**Run 1: close-up of the layout**

Window x 77 to 102, y 77 to 102 microns. Cells in gray, sequential cells in the stronger gray; small squares are vias.
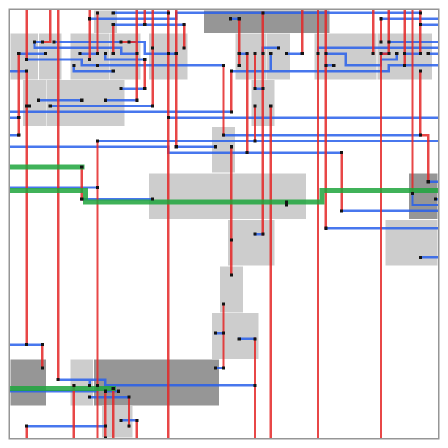
**Run 1: cell classes on the final placement**

Scale: 2 px per micron. Fill, decap, tap and diode cells in gray.
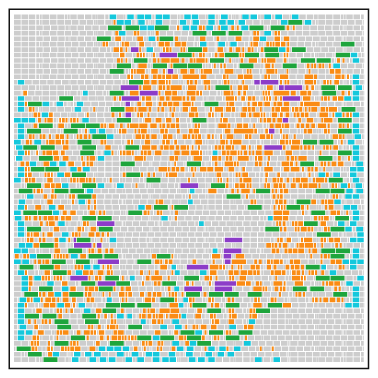
**Run 1: cell density map**

Scale: 1.5 px per micron. The die is cut into 18 by 18 equal tiles; black is low, pale yellow is high, 0 to 100% covered.
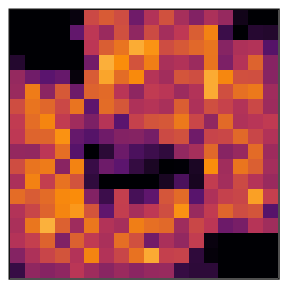
### src/rtl/amo_sequencer.sv
// RV32A atomic sequencer: read/modify/write on the data port, LR/SC reservation.
// Define AMO_MINMAX_EN to build AMOMIN/AMOMAX/AMOMINU/AMOMAXU support.
module amo_sequencer #(
  parameter int ADDR_WIDTH = 32
) (
  input  logic                  clock,
  input  logic                  reset_n,
  input  logic                  start,
  input  logic [4:0]            atomic_op,
  input  logic [ADDR_WIDTH-1:0] addr,
  input  logic [31:0]           rs2_value,
  output logic [ADDR_WIDTH-1:0] mem_addr,
  output logic [31:0]           mem_wdata,
  output logic                  mem_read_req,
  output logic                  mem_write_req,
  input  logic [31:0]           mem_rdata,
  input  logic                  mem_ready,
  input  logic                  snoop_valid,
  input  logic [ADDR_WIDTH-1:0] snoop_addr,
  output logic                  busy,
  output logic                  done,
  output logic [31:0]           result,
  output logic                  fault
);

  typedef enum logic [1:0] {S_IDLE, S_READ, S_WRITE, S_DONE} state_e;

  localparam logic [4:0] OP_ADD  = 5'b00000;
  localparam logic [4:0] OP_SWAP = 5'b00001;
  localparam logic [4:0] OP_LR   = 5'b00010;
  localparam logic [4:0] OP_SC   = 5'b00011;
  localparam logic [4:0] OP_XOR  = 5'b00100;
  localparam logic [4:0] OP_OR   = 5'b01000;
  localparam logic [4:0] OP_AND  = 5'b01100;
`ifdef AMO_MINMAX_EN
  localparam logic [4:0] OP_MIN  = 5'b10000;
  localparam logic [4:0] OP_MAX  = 5'b10100;
  localparam logic [4:0] OP_MINU = 5'b11000;
  localparam logic [4:0] OP_MAXU = 5'b11100;
`endif

  state_e                r_state, w_next;
  logic [ADDR_WIDTH-1:0] r_addr;
  logic [31:0]           r_rs2, r_old, r_result, w_new;
  logic [4:0]            r_op;
  logic                  r_fault;
  logic                  r_resv_valid;
  logic [ADDR_WIDTH-3:0] r_resv_addr;
  logic                  w_op_ok, w_is_lr, w_is_sc, w_misaligned, w_snoop_hit, w_sc_ok;
  logic                  w_unused_snoop_lsb;

  assign w_is_lr            = (atomic_op == OP_LR);
  assign w_is_sc            = (atomic_op == OP_SC);
  assign w_misaligned       = (addr[1:0] != 2'b00);
  assign w_snoop_hit        = snoop_valid && r_resv_valid &&
                              (snoop_addr[ADDR_WIDTH-1:2] == r_resv_addr);
  // A snoop landing in the same cycle as the SC check defeats the SC.
  assign w_sc_ok            = r_resv_valid && (r_resv_addr == addr[ADDR_WIDTH-1:2]) && !w_snoop_hit;
  assign w_unused_snoop_lsb = ^snoop_addr[1:0];

  assign busy   = (r_state != S_IDLE);
  assign done   = (r_state == S_DONE);
  assign result = r_result;
  assign fault  = done && r_fault;

  always_comb begin
    w_op_ok = 1'b0;
    case (atomic_op)
      OP_ADD, OP_SWAP, OP_XOR, OP_OR, OP_AND: w_op_ok = 1'b1;
`ifdef AMO_MINMAX_EN
      OP_MIN, OP_MAX, OP_MINU, OP_MAXU:       w_op_ok = 1'b1;
`endif
      default:                                w_op_ok = 1'b0;
    endcase
  end

  // SC and SWAP both store rs2 unchanged, so they share the default arm.
  always_comb begin
    w_new = r_rs2;
    case (r_op)
      OP_ADD:  w_new = r_old + r_rs2;
      OP_XOR:  w_new = r_old ^ r_rs2;
      OP_OR:   w_new = r_old | r_rs2;
      OP_AND:  w_new = r_old & r_rs2;
`ifdef AMO_MINMAX_EN
      OP_MIN:  w_new = ($signed(r_old) < $signed(r_rs2)) ? r_old : r_rs2;
      OP_MAX:  w_new = ($signed(r_old) > $signed(r_rs2)) ? r_old : r_rs2;
      OP_MINU: w_new = (r_old < r_rs2) ? r_old : r_rs2;
      OP_MAXU: w_new = (r_old > r_rs2) ? r_old : r_rs2;
`endif
      default: w_new = r_rs2;
    endcase
  end

  always_ff @(posedge clock) begin
    if (!reset_n) r_state <= S_IDLE;
    else          r_state <= w_next;
  end

  always_comb begin
    w_next        = r_state;
    mem_read_req  = 1'b0;
    mem_write_req = 1'b0;
    mem_addr      = '0;
    mem_wdata     = '0;
    case (r_state)
      S_IDLE: begin
        if (start) begin
          if (w_misaligned)          w_next = S_DONE;
          else if (w_is_lr || w_op_ok) w_next = S_READ;
          else if (w_is_sc)          w_next = w_sc_ok ? S_WRITE : S_DONE;
          else                       w_next = S_DONE;
        end
      end
      S_READ: begin
        mem_read_req = 1'b1;
        mem_addr     = r_addr;
        if (mem_ready) w_next = (r_op == OP_LR) ? S_DONE : S_WRITE;
      end
      S_WRITE: begin
        mem_write_req = 1'b1;
        mem_addr      = r_addr;
        mem_wdata     = w_new;
        if (mem_ready) w_next = S_DONE;
      end
      S_DONE:  w_next = S_IDLE;
      default: w_next = S_IDLE;
    endcase
  end

  // Later assignments win: an LR completing overrides a same-cycle snoop clear.
  always_ff @(posedge clock) begin
    if (!reset_n) begin
      r_addr       <= '0;
      r_rs2        <= '0;
      r_old        <= '0;
      r_op         <= '0;
      r_result     <= '0;
      r_fault      <= 1'b0;
      r_resv_valid <= 1'b0;
      r_resv_addr  <= '0;
    end else begin
      if (w_snoop_hit) r_resv_valid <= 1'b0;
      case (r_state)
        S_IDLE: begin
          if (start) begin
            r_addr  <= addr;
            r_rs2   <= rs2_value;
            r_op    <= atomic_op;
            r_fault <= 1'b0;
            if (w_is_sc) r_resv_valid <= 1'b0;
            if (w_misaligned || !(w_is_lr || w_is_sc || w_op_ok)) begin
              r_fault  <= 1'b1;
              r_result <= '0;
            end else if (w_is_sc && !w_sc_ok) begin
              r_result <= 32'd1;
            end
          end
        end
        S_READ: begin
          if (mem_ready) begin
            r_old <= mem_rdata;
            if (r_op == OP_LR) begin
              r_result     <= mem_rdata;
              r_resv_valid <= 1'b1;
              r_resv_addr  <= r_addr[ADDR_WIDTH-1:2];
            end
          end
        end
        S_WRITE: begin
          if (mem_ready) r_result <= (r_op == OP_SC) ? 32'd0 : r_old;
        end
        default: ;
      endcase
    end
  end

endmodule
### config.mk
export PLATFORM = sky130hd
export DESIGN_NAME = amo_sequencer
export DESIGN_NICKNAME = d
export VERILOG_FILES = /design/src/rtl/amo_sequencer.sv
export SDC_FILE = /design/constraint.sdc
export NUM_CORES = 1
export LEC_CHECK = 0
export CORE_MARGIN = 1.5
export CORE_UTILIZATION = 35
export CTS_CLUSTER_SIZE = 25
export DETAILED_ROUTE_END_ITERATION = 8
export HOLD_SLACK_MARGIN = 0.05
export PLACE_DENSITY_LB_ADDON = 0.25
export REMOVE_ABC_BUFFERS = 1
export SYNTH_ARGS = -nofsm -noshare
export SYNTH_HDL_FRONTEND = slang
export SYNTH_SLANG_ARGS = --single-unit
### constraint.sdc
create_clock -name clock -period 8.9 [get_ports clock]
set_clock_uncertainty 0.2 [all_clocks]
set_input_delay 0.89 -clock clock [delete_from_list [all_inputs] [get_ports clock]]
set_output_delay 0.89 -clock clock [all_outputs]
set_load 0.01 [all_outputs]
==> flow_summary.json, run 1 <==
{
  "cts_root_buf": "clkbuf_16",
  "yosysWarnings": 0,
  "avgSynthCellArea_sq_um": 7.43,
  "common_cells": "nand2_1 (347), a21oi_1 (226), dfxtp_1 (167), clkbuf_1 (82), inv_1 (76)",
  "setup_viol": 0,
  "vias": 10800,
  "most_common_cell": "nand2_1",
  "use_met2": 0.370,
  "pg_clk_w": 0.000814,
  "hold_viol": 0,
  "dominantRegCellSynth": "dfxtp_1",
  "dpl.hpwl_microns": 24000,
  "rsz0062_at_grt": "false",
  "cts_setup_buffers": 0,
  "grtUsageTotal": 0.219,
  "total_leakage_power_nw": 5.09,
  "outcome": "finished clean",
  "pwr-share-clk": 0.253,
  "ys_seq_share": 0.309,
  "drc": 0,
  "ant_nets": 0,
  "largest_area_cell": "dfxtp_1"
}
Notes on 'close-up of the layout' above:
legend:
  blue:
    layer: met1
  red:
    layer: met2
  green:
    layer: met3
netlist names of flops here include: r_op (1)
cells with their middle in the window: 20
most frequent: nand2_1 (4), a21oi_1 (3)
sequential cells in the window: 1

Notes on 'cell classes on the final placement' above:
legend:
  purple:
    class: clock drivers and dummy loads
    cells: 32
    share_of_their_area: 4.6%
  orange:
    class: all other logic
    cells: 1187
    share_of_their_area: 52%
  cyan:
    class: other buffers and delay cells
    cells: 254
    share_of_their_area: 19%
  green:
    class: flip-flops
    cells: 167
    share_of_their_area: 25%
flop share of the area: 0.239
final instance area: 0.0140 sq mm
core area: 0.0305 sq mm

Notes on 'cell density map' above:
mean over tiles: 42%
fullest tile: 83%
nearly empty tiles: 13%
tiles over 75% full: 4.3%
emptiest ninth of the die: top left
Final Util: 0.458
floorplan core density: 0.355

--- run 2 (diff from run 1) ---
==> constraint.sdc (replaced) <==
create_clock -name clock -period 4.49 [get_ports clock]
set_clock_uncertainty 0.2 [all_clocks]
set_input_delay 0.449 -clock clock [delete_from_list [all_inputs] [get_ports clock]]
set_output_delay 0.449 -clock clock [all_outputs]
set_load 0.01 [all_outputs]
**Run 2: cell classes on the final placement**

Scale: 2 px per micron. Fill, decap, tap and diode cells in gray.
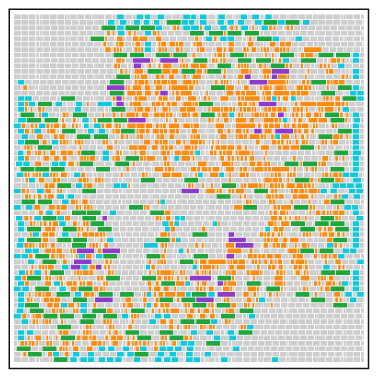
legend:
  green:
    class: flip-flops
    cells: 167
    share_of_their_area: 24%
  purple:
    class: clock drivers and dummy loads
    cells: 32
    share_of_their_area: 4.3%
  orange:
    class: all other logic
    cells: 1187
    share_of_their_area: 52%
  cyan:
    class: other buffers and delay cells
    cells: 263
    share_of_their_area: 19%
final instance area: 0.0142 sq mm
FP Rows: 64
Final Util: 0.467
flop share of the area: 0.236

**Run 2: close-up of the layout**

Window x 77 to 102, y 77 to 102 microns. Cells in gray, sequential cells in the stronger gray; small squares are vias.
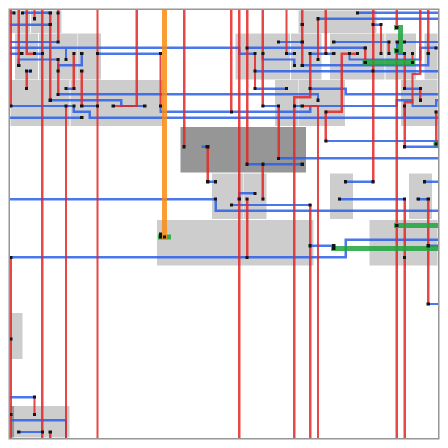

**Run 2: the clock network**

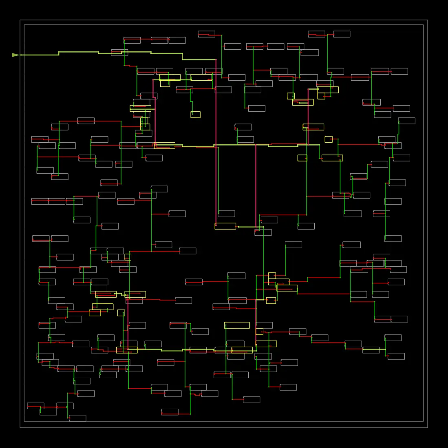
CTS Sinks: 167
CTS buffer count: 17

==> run 2 against run 1 <==
First-iteration DRC count up 4.8%. Sequential cell count unchanged. Synthesized area stayed put. Sequential power increased by 98%. Highest routed layer is now met5. Total power grew 100%. Clock-buffer cell count unchanged. Largest cell class unchanged. Setup slack got worse by 3.4 ns. Cell count is 0.44% higher.
==> flow_summary.json, run 2 <==
{
  "outcome": "finished clean",
  "setup_viol": 0,
  "vias": 10700,
  "common_cells": "nand2_1 (347), a21oi_1 (226), dfxtp_1 (167), clkbuf_1 (82), inv_1 (76)",
  "cp-start-kind": "flip-flop",
  "use_met2": 0.377,
  "drc": 0,
  "core_sq_mm": 0.0305,
  "fillCellCount": 3066,
  "largest_area_cell": "dfxtp_1",
  "ant_nets": 0,
  "worst-path-stages": 12,
  "cts_root_buf": "clkbuf_16",
  "grtUsageMet1": 0.275,
  "yosysWarnings": 0,
  "tightestPinTransition_ns": 1.21,
  "total_leakage_power_nw": 5.28,
  "cts_setup_buffers": 1,
  "path_cells": "inv_1 > ha_1 > nand3_1 > or3_4 > or2_0 > o2111ai_2 > a41oi_2 > o21bai_2 > a31oi_1 > xor2_1 > o22ai_1 > clkdlybuf4s50_1",
  "pwr-share-clk": 0.241,
  "dominantRegCellSynth": "dfxtp_1",
  "dpl.hpwl_microns": 24200,
  "avgSynthCellArea_sq_um": 7.43,
  "power_density_mw_per_mm2": 451,
  "synthCells": 1458,
  "pg_clk_w": 0.00155,
  "cp-end-kind": "primary output",
  "drv_slew": 0
}
Power figures rest on the tool's default switching activity, not on a simulated workload.
